**src/rtl/dest_scoreboard.sv**
```systemverilog
// Destination-register scoreboard for an in-order MIPS issue stage: per-register pending-write
// counters, RAW/capacity stall, flush. Optional forwarding: define SCOREBOARD_BYPASS_EN.
module dest_scoreboard #(
  parameter int unsigned PIPE_DEPTH = 3
) (
  input  logic        clk,
  input  logic        rst_n,
  input  logic        issue_valid,
  input  logic [31:0] issue_instr,
  output logic        issue_ready,
  output logic [4:0]  dest_reg,
  input  logic        wb_valid,
  input  logic [4:0]  wb_reg,
  input  logic        flush,
  output logic [31:0] busy_mask,
  output logic        illegal,
  output logic        err_underflow
);

  localparam int unsigned CNT_W = $clog2(PIPE_DEPTH + 1);
  localparam logic [CNT_W-1:0] MaxCnt = CNT_W'(PIPE_DEPTH);

  logic [CNT_W-1:0] cnt_q [32];
  logic [CNT_W-1:0] cnt_d [32];
  logic [31:0]      busy_d;
  logic             underflow;

  logic [5:0] opcode, funct;
  logic [4:0] rs, rt, rd;
  logic       use_rs, use_rt;
  logic       rs_hazard, rt_hazard, cap_stall, issue_fire;
  logic [31:0] inc_vec, dec_vec;
  logic       unused_shamt;

  assign opcode       = issue_instr[31:26];
  assign rs           = issue_instr[25:21];
  assign rt           = issue_instr[20:16];
  assign rd           = issue_instr[15:11];
  assign funct        = issue_instr[5:0];
  assign unused_shamt = ^issue_instr[10:6];

  always_comb begin
    dest_reg = '0;
    illegal  = 1'b0;
    use_rs   = 1'b0;
    use_rt   = 1'b0;
    case (opcode)
      6'h00: begin
        use_rs = 1'b1;
        if (funct != 6'h08) begin
          dest_reg = rd;
          use_rt   = 1'b1;
        end
      end
      6'h01: begin
        use_rs = 1'b1;
        // BLTZAL / BGEZAL link into r31
        if (rt == 5'd16 || rt == 5'd17) dest_reg = 5'd31;
      end
      6'h02: ;
      6'h03: dest_reg = 5'd31;
      6'h04, 6'h05: begin
        use_rs = 1'b1;
        use_rt = 1'b1;
      end
      6'h06, 6'h07: use_rs = 1'b1;
      6'h08, 6'h09, 6'h0a, 6'h0b, 6'h0c, 6'h0d, 6'h0e,
      6'h20, 6'h21, 6'h22, 6'h23, 6'h24, 6'h25, 6'h26: begin
        use_rs   = 1'b1;
        dest_reg = rt;
      end
      6'h0f: dest_reg = rt;
      6'h28, 6'h29, 6'h2a, 6'h2b, 6'h2e: begin
        use_rs = 1'b1;
        use_rt = 1'b1;
      end
      default: illegal = 1'b1;
    endcase
  end

  always_comb begin
    rs_hazard = use_rs && (rs != '0) && (cnt_q[rs] != '0);
    rt_hazard = use_rt && (rt != '0) && (cnt_q[rt] != '0);
`ifdef SCOREBOARD_BYPASS_EN
    // Last outstanding write retiring this cycle can be forwarded
    if (wb_valid && (wb_reg == rs) && (cnt_q[rs] == CNT_W'(1))) rs_hazard = 1'b0;
    if (wb_valid && (wb_reg == rt) && (cnt_q[rt] == CNT_W'(1))) rt_hazard = 1'b0;
`endif
    cap_stall   = (dest_reg != '0) && (cnt_q[dest_reg] == MaxCnt);
    issue_ready = !flush && !rs_hazard && !rt_hazard && !cap_stall;
  end

  assign issue_fire = issue_valid && issue_ready;
  assign inc_vec    = (issue_fire && dest_reg != '0) ? (32'd1 << dest_reg) : '0;
  assign dec_vec    = (wb_valid && wb_reg != '0) ? (32'd1 << wb_reg) : '0;

  always_comb begin
    underflow = 1'b0;
    busy_d    = '0;
    for (int i = 0; i < 32; i++) begin
      cnt_d[i] = cnt_q[i];
      if (flush) begin
        cnt_d[i] = '0;
      end else if (dec_vec[i] && cnt_q[i] == '0) begin
        underflow = 1'b1;
      end else if (inc_vec[i] && !dec_vec[i]) begin
        cnt_d[i] = cnt_q[i] + CNT_W'(1);
      end else if (dec_vec[i] && !inc_vec[i]) begin
        cnt_d[i] = cnt_q[i] - CNT_W'(1);
      end
      busy_d[i] = (cnt_d[i] != '0);
    end
  end

  always_ff @(posedge clk or negedge rst_n) begin
    if (!rst_n) begin
      for (int i = 0; i < 32; i++) cnt_q[i] <= '0;
      busy_mask     <= '0;
      err_underflow <= 1'b0;
    end else begin
      for (int i = 0; i < 32; i++) cnt_q[i] <= cnt_d[i];
      busy_mask     <= busy_d;
      err_underflow <= err_underflow | underflow;
    end
  end

endmodule

```
**config.mk**
```make
export PLATFORM = sky130hd
export DESIGN_NAME = dest_scoreboard
export DESIGN_NICKNAME = d
export VERILOG_FILES = /design/src/rtl/dest_scoreboard.sv
export SDC_FILE = /design/constraint.sdc
export NUM_CORES = 1
export LEC_CHECK = 0
export CORE_ASPECT_RATIO = 1.75
export CORE_MARGIN = 10
export CORE_UTILIZATION = 50
export CTS_CLUSTER_SIZE = 25
export DETAILED_ROUTE_END_ITERATION = 8
export PLACE_DENSITY = 0.84
export SKIP_LAST_GASP = 1
export SLEW_MARGIN = 20
export SYNTH_ARGS = -nofsm -noshare
export SYNTH_HDL_FRONTEND = slang
export SYNTH_SLANG_ARGS = --single-unit
```
**constraint.sdc**
```tcl
create_clock -name clk -period 7.5 [get_ports clk]
set_clock_uncertainty 0.1 [all_clocks]
set_input_delay 2.25 -clock clk [delete_from_list [all_inputs] [get_ports clk]]
set_output_delay 2.25 -clock clk [all_outputs]
set_load 0.05 [all_outputs]
```
==> git commit body <==
Store results of the implementation flow

- XOR-XNOR Cells, Area Fraction: 3.59%
- Final design area excluding fillers: 0.00938 mm²
- Summing the areas of all fa, ha and maj instances in the mapped netlist gives 5.13% of the synthesized area.
- The final timing report derives a shortest allowable period of 7.41 ns.
* Cell Area, Synth: 0.00756 mm²
- The main area contributors are dfrtp_1, mux2i_1, nor2_1.
* Dominant Register Cell: dfrtp_1
- Chip width: 113 µm
* Peak clock frequency supported by timing: 0.135 GHz
- The detailed router reported a total wirelength of 25400 µm.
- Worst path bufs/invs: 3
- Via count of the first global-routing pass: 7656
* # fillers: 1262
* Final Hold Slack: 0.380 ns
- Fraction of synthesis flops using an asynchronous set or reset pin: 100%
* Count of boundary I/O pins: 82
- Clk_lat worst skew: 0.36 ns
- TritonCTS built the clock tree.
- Detailed-route via count: 7598
- The synthesized netlist contains 66 unique library cells.
- Summing the areas of all compound-gate instances in the mapped netlist gives 17.7% of the synthesized area.
* Top-area cell share: 32.1%
- Worst-case clock buffer depth: 2
* CP top delay family: AND-OR/OR-AND gates
- Hold repair after CTS inserted 0 buffers.
- The largest single stage delay on the critical path is 0.51 ns.
- Final setup TNS: 0 ns
- Sum of net half-perimeters after detailed placement: 19600 µm
* Syn nets: 994
- Measured against its own limit, the worst slew margin works out to 31.2%.
* Biggest area consumer among synthesized cells: dfrtp_1
- Kind of path behind the tightest hold check: flop to flop
- Of the cells placed in the final design, the portion with a size suffix greater than 1 is 14.1%.
- From bottom edge to top edge, the die measures 183 µm.
- DRC violation count after routing: 0
- On the critical path, the stage with the largest delay is an instance of or4b_4.
- Max-slew check failures listed in the final report amount to 0.
* Final number of hold-violating endpoints: 0
* Required time reported for the critical path endpoint: 5.15 ns
* Critical-path cell list: dlygate4sd2_1 > or4b_4 > o311a_4 > a211oi_4 > clkinvlp_4 > mux2i_1 > mux2_4 > a2111oi_4 > o21ai_2 > nor2_4 > buf_12
* Post-Synthesis Cells: 921
- Dividing the final minimum period by the clock period gives 98.9%.
- Clock transition at path regs: 0.07 ns
* Die area: 0.0206 mm²
- Setup ws final: 0.0860 ns
- Post-synthesis, Yosys gives the total cell area as 0.00756 mm².
- Looking at the VDD voltage map, the peak drop is 0.139 mV.
- Fp_density: 50.9%
- In the synthesized netlist, the cells that appear most often are nor2_1, dfrtp_1, nand2_1.
- Counting flops with a built-in enable in the synthesized netlist gives 0.
- Global placer's final weighted congestion: 1.00
* Total Nets Final: 1115
* Max-cap violation count: 0
* Antenna diode count: 0
- Warnings reported by Yosys during synthesis add up to 0.
- Clock tree synthesis selected as its root buffer the cell clkbuf_16.
- Static leakage: 0.00394 µW
* Worst slack after detailed placement: -0.283 ns
- The setup path with the least slack is of type input pin to primary output.
* IO Port Bufs: 76
- Top non-seq family: simple AND/OR/NAND/NOR gates
* Detail-routed via count per cell: 6.18
* Worst-path maximum fanout: 4
- The detail route stage leaves a number of antenna-violating nets equal to 0.
- 1st-pass router iterations: 5
- Setup repair after global routing missed its margin: no
* Max H-tree Level: 3
- MUX area fraction: 11.6%
- Yosys simple share: 23.8%
* Number of DRC markers in iteration 0: 528
* Wire length of the first global-routing pass: 39500 µm
- Number of cell instances after yosys synthesis: 921
- Per-cell routed wire length: 20.6 µm
* Status: complete, no violations
- Overall power of the completed layout: 1220 µW
- Transition time at the pin with the least slew margin: 1.03 ns
- Leading cell type by number of instances after synthesis: nor2_1
- Ratio of total power to cell area: 130 mW/mm²
- STA classifies the critical path startpoint as an input pin.
* Number of warnings in the stage logs: 32
- The number of antenna violations at the first check in global routing came to 0.
- Arrival time at the worst endpoint: 5.06 ns
- Global routing finished with a remaining overflow of 0.
- Post-detailed-placement cell area: 0.00887 mm²
- Total track usage: 23.9%
- Per-instance average area after synthesis: 8.21 µm²
- The worst setup path is captured at a primary output.
- In this run the layout overhead on the synthesized area is reported as 24.0%.
- Of the synthesized area, sequential elements account for 32.1%.
- Endpoints with negative setup slack in the final report add up to 0.
- Entering global routing, the biggest net connects 63 pins.
- Synthesis inferred 97 register bits.
## kinds of logic (layout without fill, tap and decap cells)
family | Yosys count | in the layout
multiplexers | 75 | 75
flip-flops | 97 | 97
XOR/XNOR | 31 | 31
adder cells (fa/ha/maj) | 31 | 31
AND-OR/OR-AND | 185 | 185
AND/OR/NAND/NOR | 386 | 386
buffers and inverters | 116 | 242
## stage by stage
stage	util, %	std cells
3_3_place_gp	59.8	1205
2_1_floorplan	-	921
4_1_cts	62.7	1225
6_report	63.2	1230
3_5_place_dp	59.8	1205
5_1_grt	63.2	1230
## per-layer routing
layer,global-route usage (%),share of wire (%),wire [µm],up-vias
li1,-,-,-,3527
met4,19.1,8.7,2200,0
met2,40.9,50,12600,365
met5,0,0,0,-
met1,24.5,35,8870,3590
met3,4.79,6.8,1720,116
## area by class of cell
type | count | area, µm² | share of cell area, %
clock inverter | 5 | 63.8 | 0.680
multi-input combinational | 708 | 4800 | 51.2
clock buffer | 11 | 233 | 2.48
timing repair inverter | 1 | 7.51 | 0.0801
timing repair buffer | 145 | 1310 | 14.0
inverter | 80 | 303 | 3.23
sequential | 97 | 2430 | 25.9
tap | 183 | 229 | 2.44
## power by group
part	internal (µW)	switching, µW	total [µW]	leakage, µW
sequential	524	1.30	526	0.00135
clock	262	215	476	0.000140
combinational	85.9	135	221	0.00244
## what timing repair did
action,in CTS,in global routing
setup endpoints to repair,1,1
buffers inserted,5,5
endpoints found under the hold margin,0,0
gates resized,31,10
gates cloned,1,0
pin swaps,14,10
## flip-flops by register name (all words and copies together), names as in the netlist
signal,flops
cnt_q,64
busy_mask,32
err_underflow,1
## final timing paths
| kind | start | endpoint | slack, ns | cells after the start |
|---|---|---|---|---|
| max in group asynchronous | rst_n | cnt_q[16] | 4.40 | 2 |
| setup reg to reg | cnt_q[45] | busy_mask[3] | 4.15 | 11 |
| hold reg to reg | err_underflow | err_underflow | 0.38 | 1 |
| min in group asynchronous | rst_n | err_underflow | 1.74 | 1 |
| setup / recovery | issue_instr[1] | issue_ready | 0.09 | 11 |
| hold / removal | err_underflow | err_underflow | 0.38 | 1 |
## layout by cell type, fill, tap and decap left out, drive strengths merged, types with 5 or more instances in the layout
cell type      instances
mux4                   9
a2111oi                5
buf                   77
a311oi                 8
and3                   6
o211ai                 7
nand4                 12
clkbuf                11
a31oi                  6
xnor2                 31
or3                    7
nor2b                  8
ha                    31
nor2                 145
and3b                  5
dfrtp                 97
nor3b                  7
a22oi                  5
o21bai                17
nand3                 40
o211a                  5
mux2i                 57
mux2                   9
a221oi                 6
a21oi                 52
inv                   81
a211oi                19
clkdlybuf4s50         62
o21ai                 21
o2111ai                8
nor3                  28
or2                    8
nand2                 90
and2                  10
nor4                   7
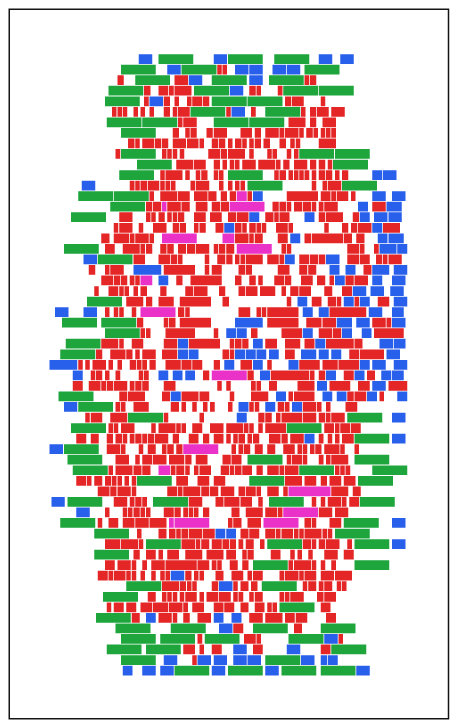
**Above:** placed cells, one colour a class.
green -> flops  # cells 97
magenta -> clock drivers and dummy loads  # cells 16
blue -> other buffers and delay cells  # cells 145
red -> combinational and other logic  # cells 789
Placement Rows: 59
core region area: 0.0148 mm²
fraction of area in registers: 25.9%

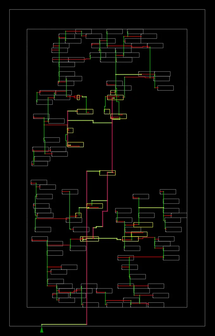
**Above:** clock nets.
Clock Sink Count: 97
TritonCTS buffer count: 9

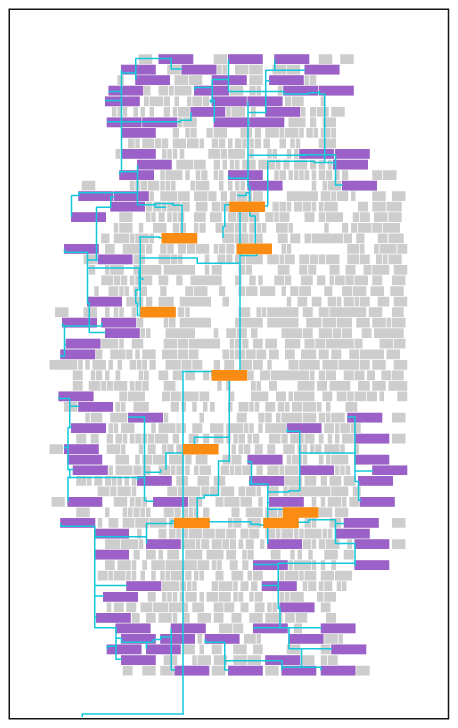
**Above:** clock distribution.
orange -> clock drivers  # count 9
cyan -> clock wires  # length 1330 µm
purple -> flip-flops  # count 97
routed clock nets = 10

No activity file was given, so power comes from the tool's default toggle rates.
